## config.mk

```make
export PLATFORM = sky130hd
export DESIGN_NAME = ls_multiple_seq
export DESIGN_NICKNAME = d
export VERILOG_FILES = /design/src/rtl/ls_multiple_seq.sv
export SDC_FILE = /design/constraint.sdc
export NUM_CORES = 1
export LEC_CHECK = 0
export CORE_MARGIN = 2
export CORE_UTILIZATION = 43
export DETAILED_ROUTE_END_ITERATION = 12
export GPL_ROUTABILITY_DRIVEN = 0
export GPL_TIMING_DRIVEN = 0
export MAX_ROUTING_LAYER = met4
export PLACE_DENSITY = 0.77
export SLEW_MARGIN = 20
export SYNTH_ARGS = -nofsm -noshare
export SYNTH_HDL_FRONTEND = slang
export SYNTH_SLANG_ARGS = --single-unit
export TNS_END_PERCENT = 1
```

## constraint.sdc

```tcl
create_clock -name clk -period 2.4 [get_ports clk]
set_clock_uncertainty 0.05 [all_clocks]
set_input_delay 0.24 -clock clk [delete_from_list [all_inputs] [get_ports clk]]
set_output_delay 0.24 -clock clk [all_outputs]
set_load 0.005 [all_outputs]
```

## src/rtl/ls_multiple_seq.sv

```systemverilog
// Load/store-multiple sequencer (lmw/stmw): issues one word beat per register
// rt..31 at consecutive word addresses through a req/ack handshake.
module ls_multiple_seq #(
  parameter int unsigned ADDR_W    = 32,
  parameter int unsigned GPR_IDX_W = 5
) (
  input  logic                 clk,
  input  logic                 reset,
  input  logic                 start,
  input  logic                 is_store,
  input  logic [GPR_IDX_W-1:0] rt,
  input  logic [ADDR_W-1:0]    base_addr,
  input  logic                 abort,
  input  logic                 ls_ack,
  output logic                 busy,
  output logic                 ls_req,
  output logic                 ls_we,
  output logic [ADDR_W-1:0]    ls_addr,
  output logic                 ls_first_cycle,
  output logic                 ls_multiple_inc,
  output logic [GPR_IDX_W-1:0] gpr_idx,
  output logic                 gpr_we,
  output logic                 done
);

  typedef enum logic [1:0] {
    S_IDLE,
    S_XFER,
    S_DONE
  } state_t;

  state_t                 state_q, state_d;
  logic [GPR_IDX_W-1:0]   idx_q, idx_d;
  logic [ADDR_W-1:0]      addr_q, addr_d;
  logic                   store_q, store_d;
  logic                   first_q, first_d;

  always_ff @(posedge clk or posedge reset) begin
    if (reset) begin
      state_q <= S_IDLE;
      idx_q   <= '0;
      addr_q  <= '0;
      store_q <= 1'b0;
      first_q <= 1'b0;
    end else begin
      state_q <= state_d;
      idx_q   <= idx_d;
      addr_q  <= addr_d;
      store_q <= store_d;
      first_q <= first_d;
    end
  end

  always_comb begin
    state_d         = state_q;
    idx_d           = idx_q;
    addr_d          = addr_q;
    store_d         = store_q;
    first_d         = first_q;
    busy            = 1'b0;
    ls_req          = 1'b0;
    ls_we           = 1'b0;
    ls_addr         = '0;
    ls_first_cycle  = 1'b0;
    ls_multiple_inc = 1'b0;
    gpr_idx         = '0;
    gpr_we          = 1'b0;
    done            = 1'b0;

    unique case (state_q)
      S_IDLE: begin
        ls_addr = addr_q;
        gpr_idx = idx_q;
        if (start && !abort) begin
          idx_d   = rt;
          addr_d  = base_addr;
          store_d = is_store;
          first_d = 1'b1;
          state_d = S_XFER;
        end
      end

      S_XFER: begin
        busy            = 1'b1;
        ls_req          = 1'b1;
        ls_we           = store_q;
        ls_addr         = addr_q;
        gpr_idx         = idx_q;
        ls_first_cycle  = first_q;
        ls_multiple_inc = ~first_q;
        // abort wins over the handshake: no register write, no completion
        if (abort) begin
          state_d = S_IDLE;
        end else if (ls_ack) begin
          gpr_we = ~store_q;
          if (idx_q == '1) begin
            state_d = S_DONE;
          end else begin
            idx_d   = idx_q + GPR_IDX_W'(1);
            addr_d  = addr_q + ADDR_W'(4);
            first_d = 1'b0;
          end
        end
      end

      S_DONE: begin
        busy    = 1'b1;
        done    = ~abort;
        state_d = S_IDLE;
      end

      default: state_d = S_IDLE;
    endcase
  end

endmodule
```

### Power grid

Scale bar: 20 µm. Pins as bars on the die edge.
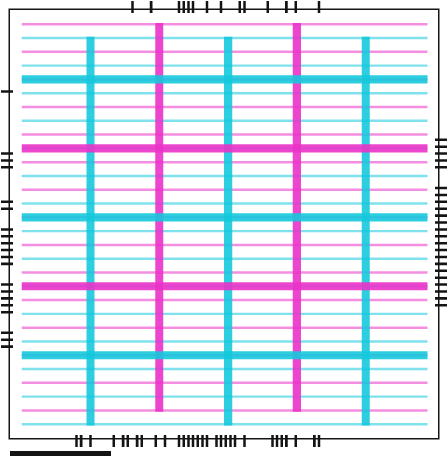
magenta -> VDD
cyan -> VSS
met5 straps = 5
signal pins = 87

### Placed cells, one color a class

Scale bar: 20 µm.
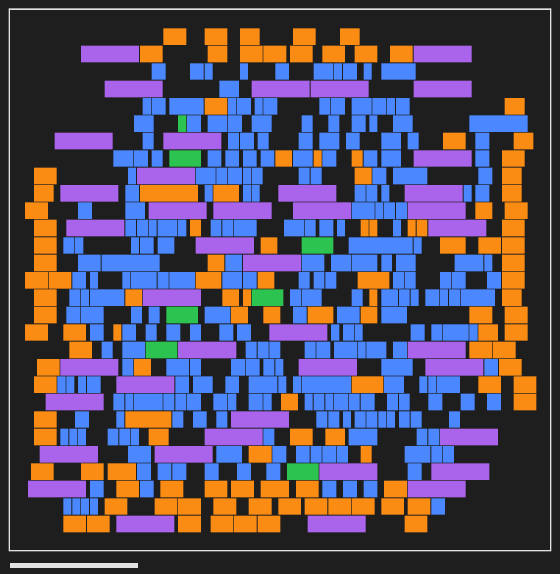
purple -> flip-flops  # cells 41, share of their area 26%
orange -> other buffers and delay cells  # cells 118, share of their area 28%
blue -> all other logic  # cells 272, share of their area 44%
green -> clock drivers and dummy loads  # cells 7, share of their area 2.2%

### Clock network drawn from the DEF

Scale bar: 20 µm.
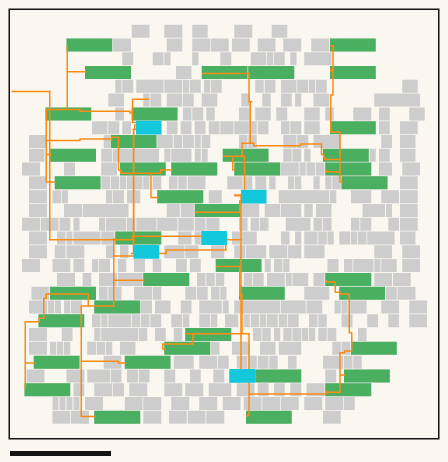
cyan -> cells driving clock nets  # count 5
orange -> clock wires  # length 592 µm
green -> flip-flops  # count 41
routed clock nets = 6

[routing by layer]
metal	track usage	wire [µm]	vias to the layer above
li1	-	-	1438
met1	0.337	3840	1424
met2	0.405	4440	141
met3	0.0256	541	9
met4	0.0606	97	0
met5	-	0	-
[worst max-delay path by stage]
stage	from	to	slack (ps)	cells after the start
floorplan	idx_q[0]	addr_q[29]	5	8
finish	state_q[0]	ls_addr[23]	-40	7
global placement	state_q[1]	ls_addr[23]	-450	8
detailed placement	state_q[1]	ls_addr[23]	-510	8
CTS	state_q[1]	ls_addr[23]	-90	8
global route	state_q[1]	ls_multiple_inc	-120	6
[repair_timing]
| action | in CTS | in global routing |
|---|---|---|
| pin swaps | 3 | 2 |
| resized | 43 | 26 |
| buffers inserted | 3 | 4 |
| gates cloned | 0 | 1 |
| endpoints found under the setup margin | 78 | 61 |
[cell families after synthesis]
group           Yosys count  synth area share
compound gates           99             0.230
simple gates            150             0.298
buf+inv                  33            0.0504
flops                    41             0.369
fa+ha+maj                 6            0.0270
mux                       7            0.0257
[cell usage after synthesis, drive strengths merged (2+ instances only)]
| library cell | number |
|---|---|
| dfrtp | 41 |
| nor2b | 35 |
| nand2 | 34 |
| a21oi | 30 |
| o22ai | 23 |
| o21ai | 22 |
| nand3 | 20 |
| nor2 | 18 |
| nand4 | 13 |
| clkbuf | 12 |
| a2bb2oi | 11 |
| buf | 11 |
| inv | 9 |
| nor3 | 9 |
| and3 | 8 |
| ha | 6 |
| mux2i | 6 |
| and2 | 4 |
| and4 | 4 |
| nand2b | 2 |
| o211ai | 2 |
| o221a | 2 |
| o311ai | 2 |
[state kept, by name (all words and copies together), names as in the netlist]
| signal | count |
|---|---|
| addr_q | 32 |
| first_q | 1 |
| idx_q | 5 |
| state_q | 2 |
| store_q | 1 |
[cell type report]
type                    instances  share of cell area
multi-input cells             262               0.421
flip-flops and latches         41               0.252
repair buffers                 95               0.228
plain buffers                  23              0.0451
well taps                      77              0.0236
clock buffers                   7              0.0212
inverters                      10             0.00921
[power breakdown]
group          leakage (nW)  total [mW]  switching (mW)  internal [mW]
clock network        0.0443       0.478           0.249          0.229
registers             0.486        1.44           0.414           1.03
logic                  1.14        2.99            1.38           1.61
total                  1.67        4.91            2.04           2.86
[worst register-to-register path: cells and delay by family, from the launching register on]
family | cells | cell delay, ps
simple gates | 3 | 480
buf+inv | 1 | 170
fa+ha+maj | 2 | 370
flops | 1 | 420
compound gates | 3 | 800
==> results_slide.txt <==
Synthesis and Place & Route Summary

Outcome
  – Status: finished with violations
  – Failing checks: negative setup slack

Layout
  – # diodes: 0
  – Area growth syn-to-layout: 46.6%
  – Fillers: 567
  – Final Cell Area: 0.00408 mm²
  – Flop area: 0.00103 mm²
  – Layout cells sized above 1: 0.146
  – Final core utilization: 0.645
  – Non-Filler Instances: 515
  – Dominant logic cell type in the layout: clkdlybuf4s50_1
  – Gate Area: 0.00172 mm²

Critical path
  – Crit Path Category: reg2out
  – Top delay family on crit path: buffers and inverters
  – Setup crit end kind: output port
  – Req. time, crit path: 2110 ps
  – FF-to-FF path depth: 9
  – Crit Path Max Fanout: 10
  – CP arrival: 2150 ps
  – CP cell instances: inv_1 > ha_2 > nor2_4 > clkbuf_8 > clkbuf_16 > nor2b_2 > clkdlybuf4s50_1
  – Worst flop-to-flop path startpoint: idx_q[0]
  – Buf/Inv on CP: 4
  – Flop2flop setup slack: -10 ps
  – Slowest stage cell, crit path: clkdlybuf4s50_1
  – Crit-path max cell delay: 510 ps

Place
  – Dpl cells: 500
  – Pre-CTS WS: -508 ps
  – IO Port Bufs: 86
  – DP HPWL: 6.36 mm

Clock tree
  – Clk root buf: clkbuf_8
  – Clk latency late pin: 300 ps
  – H-tree level count: 2
  – Hold_buf cts: 0
  – Clock Path Buffers: 2

Job
  – OpenROAD warnings: 30
  – Max-Cap Viols: 0

STA
  – Final hold vios: 0
  – Min Clock Period, post-route: 2440 ps
  – Fmax: 0.409 GHz
  – Cycle use final: 1.02
  – Worst-Margin Slew: 672 ps
  – Final WS setup: -44.4 ps
  – Hold Worst Slack: 170 ps
  – Endpoints failing setup: 19
  – Fin. max-slew vios: 0
  – Setup_tns: -258 ps

Synthesis
  – Ys flops: 41
  – Netlist cell types: 41
  – Cell area leaders: dfrtp_1, nor2b_1, a21oi_1, o22ai_1, nand2_1
  – Syn Area/Cell: 8.27 µm²
  – Yosys warnings: 0
  – Syn_nets: 385
  – Async SR Flop Fraction: 1.00
  – Mapped Area: 0.00278 mm²
  – Commonest flop: dfrtp_1
  – Area leader share: 0.369
  – Cells after Synth: 336
  – Area leader, netlist: dfrtp_1
  – Area reported by Yosys stat: 0.00278 mm²
  – Count of library flops with an enable pin: 0
  – Sequential-to-total area share from yosys stat: 0.369

Global routing
  – Initial antenna violation count: 0
  – Vias in the first global route: 2799
  – Largest net degree at the start of global routing: 29

Die
  – IO Count: 87
  – DIE WIDTH: 84.4 µm
  – Core area: 0.00631 mm²
  – Die area: 0.00713 mm²
  – Core Rows: 29
  – Die y size: 84.4 µm

Power and ir drop
  – Power, Total: 4.91 mW
  – VDD IR max: 0.000833 V
  – Pwr/cell area: 1200 mW/mm²

Detailed routing
  – Number of vias per cell: 5.85
  – Routed WL: 8.92 mm
  – TritonRoute pass-1 iters: 6
  – Total number of vias: 3012
  – DR WL/cell: 17.3 µm
  – Remaining DRCs: 0
  – Initial drt markers: 272

Min path
  – Min-delay worst type: in2async
Power figures rest on the tool's default switching activity, not on a simulated workload.
